**src/rtl/amo_rmw_sequencer_if.sv**
```systemverilog
// AMO read-modify-write sequencer bus: agent request side, memory port and
// atomic ALU hookup. The sequencer uses the master modport; the surrounding
// agents, memory and ALU use the slave modport.
package amo_rmw_sequencer_pkg;

  typedef enum logic [3:0] {
    AMO_ADD  = 4'd0,
    AMO_SWAP = 4'd1,
    AMO_XOR  = 4'd2,
    AMO_AND  = 4'd3,
    AMO_OR   = 4'd4,
    AMO_MIN  = 4'd5,
    AMO_MAX  = 4'd6,
    AMO_MINU = 4'd7,
    AMO_MAXU = 4'd8
  } amo_t;

endpackage

interface amo_rmw_sequencer_if #(
  parameter int unsigned NUM_UNITS = 3
);
  import amo_rmw_sequencer_pkg::*;

  // Agent side
  logic [NUM_UNITS-1:0] req;
  amo_t                 op   [NUM_UNITS];
  logic [31:0]          addr [NUM_UNITS];
  logic [31:0]          rs2  [NUM_UNITS];
  logic [NUM_UNITS-1:0] grant;
  logic [NUM_UNITS-1:0] done;
  logic [31:0]          rd;

  // Memory port
  logic                 mem_req;
  logic                 mem_we;
  logic [31:0]          mem_addr;
  logic [31:0]          mem_wdata;
  logic                 mem_ack;
  logic                 mem_rvalid;
  logic [31:0]          mem_rdata;

  // Atomic ALU and reservation clear
  amo_t                 alu_op;
  logic [31:0]          alu_rs1;
  logic [31:0]          alu_rs2;
  logic [31:0]          alu_rd;
  logic                 clear_reservation;

  modport master (
    input  req, op, addr, rs2,
    output grant, done, rd,
    output mem_req, mem_we, mem_addr, mem_wdata,
    input  mem_ack, mem_rvalid, mem_rdata,
    output alu_op, alu_rs1, alu_rs2,
    input  alu_rd,
    output clear_reservation
  );

  modport slave (
    output req, op, addr, rs2,
    input  grant, done, rd,
    input  mem_req, mem_we, mem_addr, mem_wdata,
    output mem_ack, mem_rvalid, mem_rdata,
    input  alu_op, alu_rs1, alu_rs2,
    output alu_rd,
    input  clear_reservation
  );

endinterface

```
**src/rtl/amo_rmw_sequencer.sv**
```systemverilog
// amo_rmw_sequencer: arbitrates AMO requests and runs one read / ALU /
// write-back transaction at a time against the memory port.
// Optional feature macro: AMO_RR_ARBITRATION_EN selects round-robin
// arbitration; when undefined the lowest requesting index wins.
module amo_rmw_sequencer
  import amo_rmw_sequencer_pkg::*;
#(
  parameter int unsigned NUM_UNITS = 3
) (
  input  logic                clk,
  input  logic                rst,
  amo_rmw_sequencer_if.master bus
);

  localparam int unsigned IDX_W = (NUM_UNITS > 1) ? $clog2(NUM_UNITS) : 1;

  localparam logic [2:0] S_IDLE      = 3'd0;
  localparam logic [2:0] S_READ      = 3'd1;
  localparam logic [2:0] S_WAIT_DATA = 3'd2;
  localparam logic [2:0] S_WRITE     = 3'd3;
  localparam logic [2:0] S_DONE      = 3'd4;

  logic [2:0]           state_q, state_d;
  logic [NUM_UNITS-1:0] grant_q, grant_d;
  logic [NUM_UNITS-1:0] done_q, done_d;
  logic [31:0]          rd_q, rd_d;
  logic [31:0]          addr_q, addr_d;
  logic [31:0]          rs2_q, rs2_d;
  logic [31:0]          old_q, old_d;
  amo_t                 op_q, op_d;
  logic                 mem_req_q, mem_req_d;
  logic                 mem_we_q, mem_we_d;

  logic                 win_found;
  logic [IDX_W-1:0]     win_idx;
  logic [IDX_W-1:0]     cand;

`ifdef AMO_RR_ARBITRATION_EN
  logic [IDX_W-1:0]     ptr_q;

  // Round-robin winner: first requester at or after the pointer
  always_comb begin
    win_found = 1'b0;
    win_idx   = '0;
    cand      = '0;
    for (int unsigned k = 0; k < NUM_UNITS; k++) begin
      cand = IDX_W'((32'(ptr_q) + k) % NUM_UNITS);
      if (!win_found && bus.req[cand]) begin
        win_found = 1'b1;
        win_idx   = cand;
      end
    end
  end

  // Pointer moves just past each winner
  always_ff @(posedge clk) begin
    if (rst) begin
      ptr_q <= '0;
    end else if (state_q == S_IDLE && win_found) begin
      ptr_q <= (32'(win_idx) + 32'd1 >= NUM_UNITS) ? '0 : IDX_W'(32'(win_idx) + 32'd1);
    end
  end
`else
  // Fixed priority winner: lowest requesting index
  always_comb begin
    win_found = 1'b0;
    win_idx   = '0;
    cand      = '0;
    for (int unsigned k = 0; k < NUM_UNITS; k++) begin
      cand = IDX_W'(k);
      if (!win_found && bus.req[cand]) begin
        win_found = 1'b1;
        win_idx   = cand;
      end
    end
  end
`endif

  // Next-state and next-output decode for the RMW sequence
  always_comb begin
    state_d   = state_q;
    grant_d   = grant_q;
    done_d    = '0;
    rd_d      = rd_q;
    addr_d    = addr_q;
    rs2_d     = rs2_q;
    old_d     = old_q;
    op_d      = op_q;
    mem_req_d = 1'b0;
    mem_we_d  = 1'b0;

    case (state_q)
      S_IDLE: begin
        if (win_found) begin
          state_d   = S_READ;
          grant_d   = NUM_UNITS'(1) << win_idx;
          op_d      = bus.op[win_idx];
          addr_d    = bus.addr[win_idx];
          rs2_d     = bus.rs2[win_idx];
          mem_req_d = 1'b1;
        end
      end
      S_READ: begin
        if (bus.mem_ack) begin
          state_d = S_WAIT_DATA;
        end else begin
          mem_req_d = 1'b1;
        end
      end
      S_WAIT_DATA: begin
        if (bus.mem_rvalid) begin
          old_d     = bus.mem_rdata;
          state_d   = S_WRITE;
          mem_req_d = 1'b1;
          mem_we_d  = 1'b1;
        end
      end
      S_WRITE: begin
        if (bus.mem_ack) begin
          state_d = S_DONE;
          done_d  = grant_q;
          rd_d    = old_q;
        end else begin
          mem_req_d = 1'b1;
          mem_we_d  = 1'b1;
        end
      end
      S_DONE: begin
        state_d = S_IDLE;
        grant_d = '0;
      end
      default: begin
        state_d = S_IDLE;
        grant_d = '0;
      end
    endcase
  end

  // State and registered outputs
  always_ff @(posedge clk) begin
    if (rst) begin
      state_q   <= S_IDLE;
      grant_q   <= '0;
      done_q    <= '0;
      rd_q      <= '0;
      addr_q    <= '0;
      rs2_q     <= '0;
      old_q     <= '0;
      op_q      <= AMO_ADD;
      mem_req_q <= 1'b0;
      mem_we_q  <= 1'b0;
    end else begin
      state_q   <= state_d;
      grant_q   <= grant_d;
      done_q    <= done_d;
      rd_q      <= rd_d;
      addr_q    <= addr_d;
      rs2_q     <= rs2_d;
      old_q     <= old_d;
      op_q      <= op_d;
      mem_req_q <= mem_req_d;
      mem_we_q  <= mem_we_d;
    end
  end

  assign bus.grant     = grant_q;
  assign bus.done      = done_q;
  assign bus.rd        = rd_q;
  assign bus.mem_req   = mem_req_q;
  assign bus.mem_we    = mem_we_q;
  assign bus.mem_addr  = addr_q;
  assign bus.alu_op    = op_q;
  assign bus.alu_rs1   = old_q;
  assign bus.alu_rs2   = rs2_q;

  // Write data comes straight from the ALU; its inputs are latched, so it
  // holds steady while the write waits for acceptance.
  assign bus.mem_wdata = (state_q == S_WRITE) ? bus.alu_rd : '0;

  // Reservation clear fires in the cycle the write-back is accepted
  assign bus.clear_reservation = (state_q == S_WRITE) && bus.mem_ack;

endmodule

```
**src/flat_wrapper.sv**
```systemverilog
// flat-port wrapper written by rule: the top's interface ports become plain ports
module amo_rmw_sequencer_flat import amo_rmw_sequencer_pkg::*;
#(
  parameter int unsigned NUM_UNITS = 3
)
  (clk, rst, bus_req, bus_op, bus_addr, bus_rs2, bus_grant, bus_done, bus_rd, bus_mem_req, bus_mem_we, bus_mem_addr, bus_mem_wdata, bus_mem_ack, bus_mem_rvalid, bus_mem_rdata, bus_alu_op, bus_alu_rs1, bus_alu_rs2, bus_alu_rd, bus_clear_reservation);
  amo_rmw_sequencer_if #(.NUM_UNITS(NUM_UNITS)) bus_i ();
  input  logic clk;
  input  logic rst;
  input wire logic [$bits(bus_i.req)-1:0] bus_req;
  input wire logic [$bits(bus_i.op)-1:0] bus_op;
  input wire logic [$bits(bus_i.addr)-1:0] bus_addr;
  input wire logic [$bits(bus_i.rs2)-1:0] bus_rs2;
  output wire logic [$bits(bus_i.grant)-1:0] bus_grant;
  output wire logic [$bits(bus_i.done)-1:0] bus_done;
  output wire logic [$bits(bus_i.rd)-1:0] bus_rd;
  output wire logic [$bits(bus_i.mem_req)-1:0] bus_mem_req;
  output wire logic [$bits(bus_i.mem_we)-1:0] bus_mem_we;
  output wire logic [$bits(bus_i.mem_addr)-1:0] bus_mem_addr;
  output wire logic [$bits(bus_i.mem_wdata)-1:0] bus_mem_wdata;
  input wire logic [$bits(bus_i.mem_ack)-1:0] bus_mem_ack;
  input wire logic [$bits(bus_i.mem_rvalid)-1:0] bus_mem_rvalid;
  input wire logic [$bits(bus_i.mem_rdata)-1:0] bus_mem_rdata;
  output wire logic [$bits(bus_i.alu_op)-1:0] bus_alu_op;
  output wire logic [$bits(bus_i.alu_rs1)-1:0] bus_alu_rs1;
  output wire logic [$bits(bus_i.alu_rs2)-1:0] bus_alu_rs2;
  input wire logic [$bits(bus_i.alu_rd)-1:0] bus_alu_rd;
  output wire logic [$bits(bus_i.clear_reservation)-1:0] bus_clear_reservation;
  assign bus_i.req = bus_req;
  assign bus_i.op = {>>{bus_op}};
  assign bus_i.addr = {>>{bus_addr}};
  assign bus_i.rs2 = {>>{bus_rs2}};
  assign bus_grant = bus_i.grant;
  assign bus_done = bus_i.done;
  assign bus_rd = bus_i.rd;
  assign bus_mem_req = bus_i.mem_req;
  assign bus_mem_we = bus_i.mem_we;
  assign bus_mem_addr = bus_i.mem_addr;
  assign bus_mem_wdata = bus_i.mem_wdata;
  assign bus_i.mem_ack = bus_mem_ack;
  assign bus_i.mem_rvalid = bus_mem_rvalid;
  assign bus_i.mem_rdata = bus_mem_rdata;
  assign bus_alu_op = bus_i.alu_op;
  assign bus_alu_rs1 = bus_i.alu_rs1;
  assign bus_alu_rs2 = bus_i.alu_rs2;
  assign bus_i.alu_rd = bus_alu_rd;
  assign bus_clear_reservation = bus_i.clear_reservation;
  amo_rmw_sequencer #(.NUM_UNITS(NUM_UNITS)) u_core (.clk(clk), .rst(rst), .bus(bus_i));
endmodule
```
**config.mk**
```make
export PLATFORM = sky130hd
export DESIGN_NAME = amo_rmw_sequencer_flat
export DESIGN_NICKNAME = d
export VERILOG_FILES = /design/src/rtl/amo_rmw_sequencer_if.sv /design/src/rtl/amo_rmw_sequencer.sv /design/src/flat_wrapper.sv
export SDC_FILE = /design/constraint.sdc
export NUM_CORES = 1
export LEC_CHECK = 0
export ABC_AREA = 1
export CORE_AREA = 2 2 173 175
export DETAILED_ROUTE_END_ITERATION = 12
export DIE_AREA = 0 0 175 177
export HOLD_SLACK_MARGIN = 0.12
export PLACE_DENSITY = 0.6
export SLEW_MARGIN = 20
export SYNTH_ARGS = -nofsm -noshare
export SYNTH_HDL_FRONTEND = slang
export SYNTH_SLANG_ARGS = --single-unit
```
**constraint.sdc**
```tcl
create_clock -name clk -period 1.4 [get_ports clk]
set_input_delay 0.21 -clock clk [delete_from_list [all_inputs] [get_ports clk]]
set_output_delay 0.21 -clock clk [all_outputs]
set_load 0.1 [all_outputs]
```
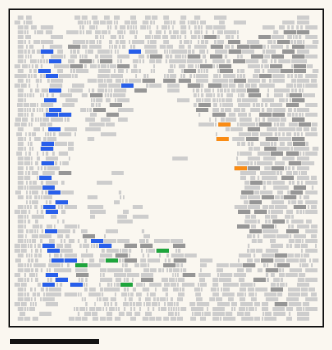
Figure 1: run 1, where the registers sit.
The bar under the picture is 50 um long. Other sequential cells in the stronger gray, the rest of the logic in the fainter gray.
color	name in the netlist	sequential cells
blue	u_core.bus.mem_addr	32
orange	u_core.bus.done	3
green	u_core.bus.alu_op	4
not colored	104

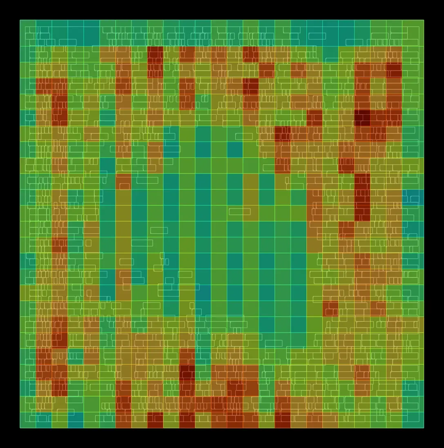
Figure 2: run 1, routing congestion map.
final core utilization: 0.557
gr usage total: 0.175

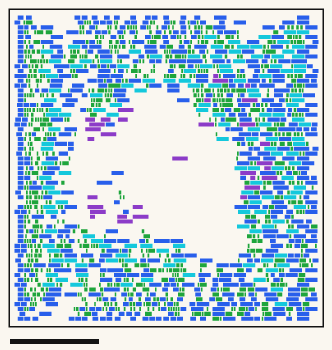
Figure 3: run 1, placed cells, one color a class.
The bar under the picture is 50 um long.
color	class	cells	share of their area
cyan	registers	143	18%
green	remaining logic cells	828	29%
purple	clock drivers and dummy loads	32	3.9%
blue	remaining buffers and delay cells	547	49%

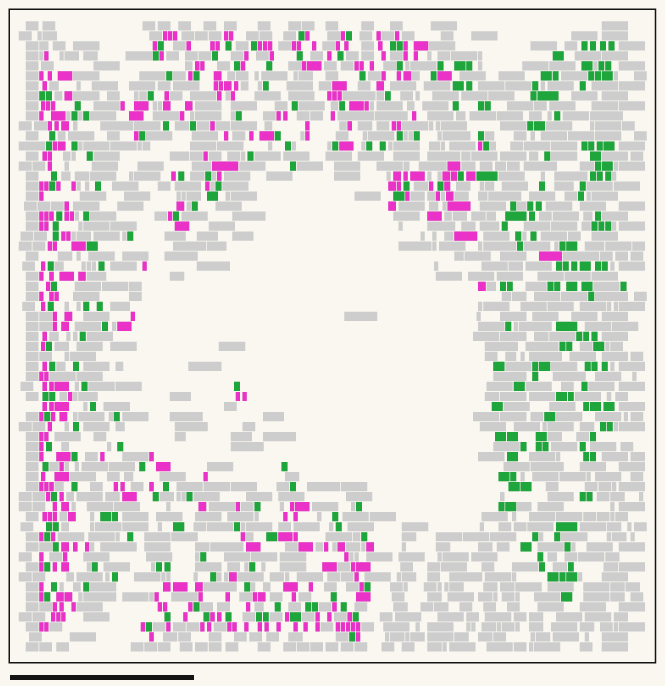
Figure 4: run 1, gate families picked out.
The bar under the picture is 50 um long.
color	family	cells
magenta	nand cells	295
green	aoi and oai cells	269
Final Non-Filler Cells: 1,941
Top cell excl fill/tap: clkdlybuf4s50_1

==> flow_metrics.tcl, run 1 <==
# metrics dict for downstream scripts
set metrics [dict create \
    status "complete, but fails checks" \
    place_ws_ns -0.575 \
    r2r_end "u_core.bus.mem_addr[28]" \
    synth_flops 143 \
    n_all_buffers 547 \
    path_class "flip-flop to flip-flop" \
    fmax_mhz 552 \
    root_buffer "clkbuf_16" \
    slowest_delay_ns 0.34 \
    nClkBuffers 17 \
    edf_count 0 \
    postRouteAntennaNets 0 \
    crit_slowest_cell "dfxtp_2" \
    powerDensity_nw_per_um2 1700 \
    warnings 29 \
    design_area_um2 16300 \
    cts_buffer_depth 2 \
    hold_path_class "input pin to flip-flop" \
    cts_inserted_buffers 17 \
    ff_type "dfxtp_1" \
    crit_path_end_kind "flip-flop" \
    regArea_um2 2870 \
    startpoint "u_core.state_q[0]" \
    topCombFamilyByArea "simple AND/OR/NAND/NOR gates" \
    adder_share 0 \
    m1WireLength_mm 11.7 \
    core_um2 29200 \
    min_period_over_period 1.29 \
    wl_met2_mm 16.3 \
    fill_cells 2550 \
    async_flop_share 0 \
    fin_crit_ns 1.81 \
    syn_nets 1320 \
    comb_cells 750 \
    dieArea_um2 31000 \
    inverters 78 \
    timing.rr.start "u_core.state_q[0]" \
    yosysMostFrequentCell "nand2_1" \
    crit_chain "buf_4 -> buf_6 -> nor2_4 -> nand2_4 -> nor2_4 -> buf_12 -> buf_12 -> buf_12 -> nand2_2 -> nor2_1 -> nor2_1" \
    gp_congestion 0.855 \
    setup_viol 155 \
    drc 0 \
    p_total_mw 27.6 \
    drive_gt1_frac 0.328 \
    sh_seq_area 0.176 \
    highest_layer "met5" \
    comb_area_um2 4210 \
    worstMarginPinSlew_ns 0.378 \
    ios 448 \
    hold_end "u_core.bus.alu_rs1[30]" \
    ys_cells 1045 \
    first_iter_violations 372 \
    syn_area_per_cell_um2 6.40 \
    violations "setup timing" \
    hold_viol_final 0 \
    common_cells "nand2_1 (288), nor2_1 (183), dfxtp_1 (143)" \
    cp_common_cell "buf_12" \
    diodes 1 \
    tritoncts "yes" \
    use_met3 0.0586 \
    detailroute.via_count 8697 \
    slew_headroom 0.745 \
    rsz0062_at_grt "yes" \
    wl_per_cell_um 16.1 \
    via_per_inst 4.48 \
    area_dominant_class "non-clock buffers" \
    synthesis.area_um2 6680 \
    die_x_um 175 \
    r2r_slack_ns -0.41 \
    cp_max_fo 6 \
    ys_types 19 \
    endpoint "u_core.bus.mem_addr[28]" \
    ir_drop_mv 0.899 \
    holdPathStages 3 \
    flops 143 \
    hpwlAfterDp_mm 22.2 \
    timing.max_cap.violations 0 \
    layout_top_cells "clkdlybuf4s50_1 (274), nand2_1 (222), buf_12 (203), dfxtp_1 (140), a21oi_1 (126)" \
    clock_latency_ns 0.42 \
    grt_max_degree 71 \
    grt_busiest_layer "met2" \
    report.final.slew_viol_count 0 \
    setup_slack_ns -0.410 \
    drt_first_pass_iters 5 \
    port_buffers 447 \
]
==> run 1: report_power, final <==
group / leakage, nW / internal, mW / switching, mW
registers: 1.18 / 4.91 / 0.930
logic: 5.12 / 6.86 / 10.3
clock network: 0.298 / 2.43 / 2.20
==> run 1: worst max-delay path, delay by kind of cell, from the launching register on <==
| kind | cells | cell delay (ns) |
|---|---|---|
| AND/OR/NAND/NOR | 6 | 0.68 |
| buffers and inverters | 5 | 0.68 |
| flip-flops | 1 | 0.34 |
==> run 1: repair_timing <==
item / 4_1_cts / 5_1_grt
resized: 33 / 283
pin swaps: 6 / 124
cloned: 4 / 19
setup endpoints to repair: 105 / 159
setup buffers: 7 / 11
==> run 1: logic make-up after synthesis <==
logic type,after synthesis
flip-flops,143
buffers and inverters,153
AND/OR/NAND/NOR,480
AND-OR/OR-AND,269
==> run 1 -> run 2 <==
--- a/config.mk
+++ b/config.mk
@@ -7,8 +7,11 @@
 export LEC_CHECK = 0
 export ABC_AREA = 1
 export CORE_AREA = 2 2 173 175
+export CTS_CLUSTER_SIZE = 16
 export DETAILED_ROUTE_END_ITERATION = 12
 export DIE_AREA = 0 0 175 177
+export GPL_ROUTABILITY_DRIVEN = 0
+export GPL_TIMING_DRIVEN = 0
 export HOLD_SLACK_MARGIN = 0.12
 export PLACE_DENSITY = 0.6
 export SLEW_MARGIN = 20
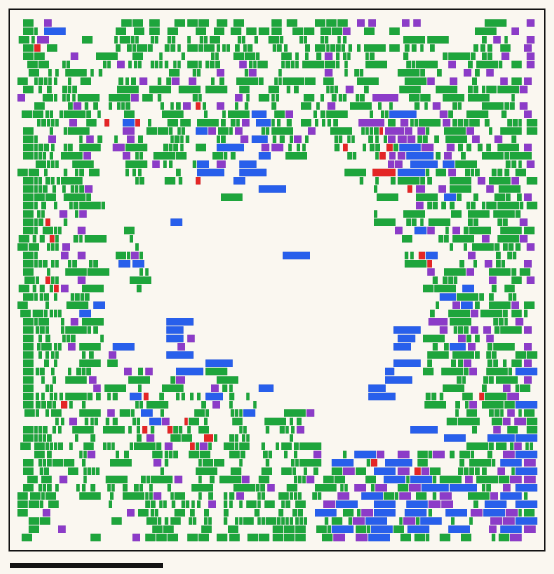
Figure 5: run 2, sizing map.
The bar under the picture is 50 um long.
color	size	cells
purple	x3 and x4	213
green	x1 and smaller	1,212
blue	x6 and larger	93
red	x2	27
post-route cell area: 13,000 um2
Buffers, non-clock: 542
Final WS setup: -0.385 ns
area delta synth->final: 95.2%

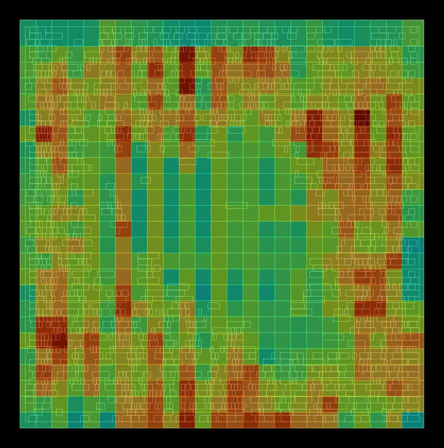
Figure 6: run 2, routing congestion map.
GRT busiest layer: met2
gr usage total: 0.200
M3 GR Usage: 0.0674

==> flow_metrics.tcl, run 2 <==
# metrics dict for downstream scripts
set metrics [dict create \
    slew_headroom 0.660 \
    crit_buf_inv 2 \
    syn_nets 1320 \
    setup_viol 157 \
    topCombFamilyByArea "simple AND/OR/NAND/NOR gates" \
    setup_slack_ns -0.385 \
    crit_family "buffers and inverters" \
    fmax_mhz 560 \
    endpoint "bus_mem_wdata[18]" \
    inverters 78 \
    gr-total-overflow 0 \
    drc 0 \
    m1WireLength_mm 12.2 \
    timing.hold.ws_ns 0.424 \
    fp.dieH_um 177 \
    edf_count 0 \
    drive_gt1_frac 0.216 \
    worstMarginPinSlew_ns 0.510 \
    rsz0062_at_grt "yes" \
    comb_area_um2 3470 \
    fin_crit_ns 1.79 \
    startpoint "u_core.state_q[0]" \
    p_total_mw 22.9 \
    wl_met2_mm 16.3 \
    crit_path_end_kind "primary output" \
    worst-path-stages 4 \
    detailroute.via_count 8510 \
    diodes 0 \
    crit_chain "nand3_4 -> clkbuf_16 -> nor2_4 -> buf_12" \
    ios 448 \
    min_period_over_period 1.28 \
    area_dominant_class "non-clock buffers" \
    regArea_um2 2870 \
    async_flop_share 0 \
    core_um2 29200 \
    yosysMostFrequentCell "nand2_1" \
    ys_types 19 \
    timing.rr.start "u_core.state_q[2]" \
    hold_viol_final 0 \
    layout_top_cells "nand2_1 (285), clkdlybuf4s50_1 (274), buf_4 (155), nor2_1 (146), dfxtp_1 (140)" \
    buf_share 0.406 \
    ir_drop_mv 0.734 \
    nClkBuffers 17 \
    wl_per_cell_um 16.5 \
    dieArea_um2 31000 \
    place_ws_ns -1.31 \
    report.final.slew_viol_count 0 \
    postRouteAntennaNets 0 \
    slowest_delay_ns 0.41 \
    r2r_end "u_core.bus.alu_rs2[10]" \
    grt_pass1_wl_mm 47.7 \
    cts_buffer_depth 2 \
    tritoncts "yes" \
    syn_area_per_cell_um2 6.40 \
    hpwlAfterDp_mm 24.2 \
    ff_type "dfxtp_1" \
    cp_max_fo 6 \
    via_per_inst 4.40 \
    synthesis.area_um2 6680 \
    warnings 29 \
    common_cells "nand2_1 (288), nor2_1 (183), dfxtp_1 (143)" \
    powerDensity_nw_per_um2 1760 \
    xor_area_frac 0 \
    cts-resized-gates 1216 \
    root_buffer "clkbuf_16" \
    ys_cells 1045 \
    crit_slowest_cell "dfxtp_4" \
    die_x_um 175 \
    drt_first_pass_iters 4 \
    port_buffers 447 \
    cts_setup_buffers 12 \
    status "complete, but fails checks" \
    cts_max_level 4 \
    sh_seq_area 0.220 \
    cts_inserted_buffers 17 \
    timing.max_cap.violations 0 \
    grt_max_degree 19 \
    synth_flops 143 \
    fill_cells 3031 \
    flops 143 \
    first_iter_violations 355 \
    adder_share 0 \
    comb_cells 750 \
    violations "setup timing" \
    r2r_slack_ns -0.24 \
    final_common_cell "nand2_1" \
    fin_util 0.446 \
]
==> run 2: how the worst min path moves through the flow <==
stage | from | endpoint | cells past startpoint
after floorplan | rst | u_core.state_q[0] | 1
after global placement | u_core.bus.alu_rs1[27] | u_core.bus.alu_rs1[27] | 2
after detailed placement | u_core.bus.alu_rs1[18] | u_core.bus.alu_rs1[18] | 2
final | bus_mem_rdata[1] | u_core.bus.alu_rs1[1] | 3
after CTS | bus_mem_rdata[1] | u_core.bus.alu_rs1[1] | 3
after global routing | bus_mem_rdata[6] | u_core.bus.alu_rs1[6] | 3
==> run 2: power by group <==
| group | total [mW] | internal (mW) | switching, mW |
|---|---|---|---|
| clock | 4.73 | 2.44 | 2.29 |
| sequential | 5.40 | 4.91 | 0.483 |
| combinational | 12.8 | 3.47 | 9.35 |
| total | 22.9 | 10.8 | 12.1 |
Power figures rest on the tool's default switching activity, not on a simulated workload.
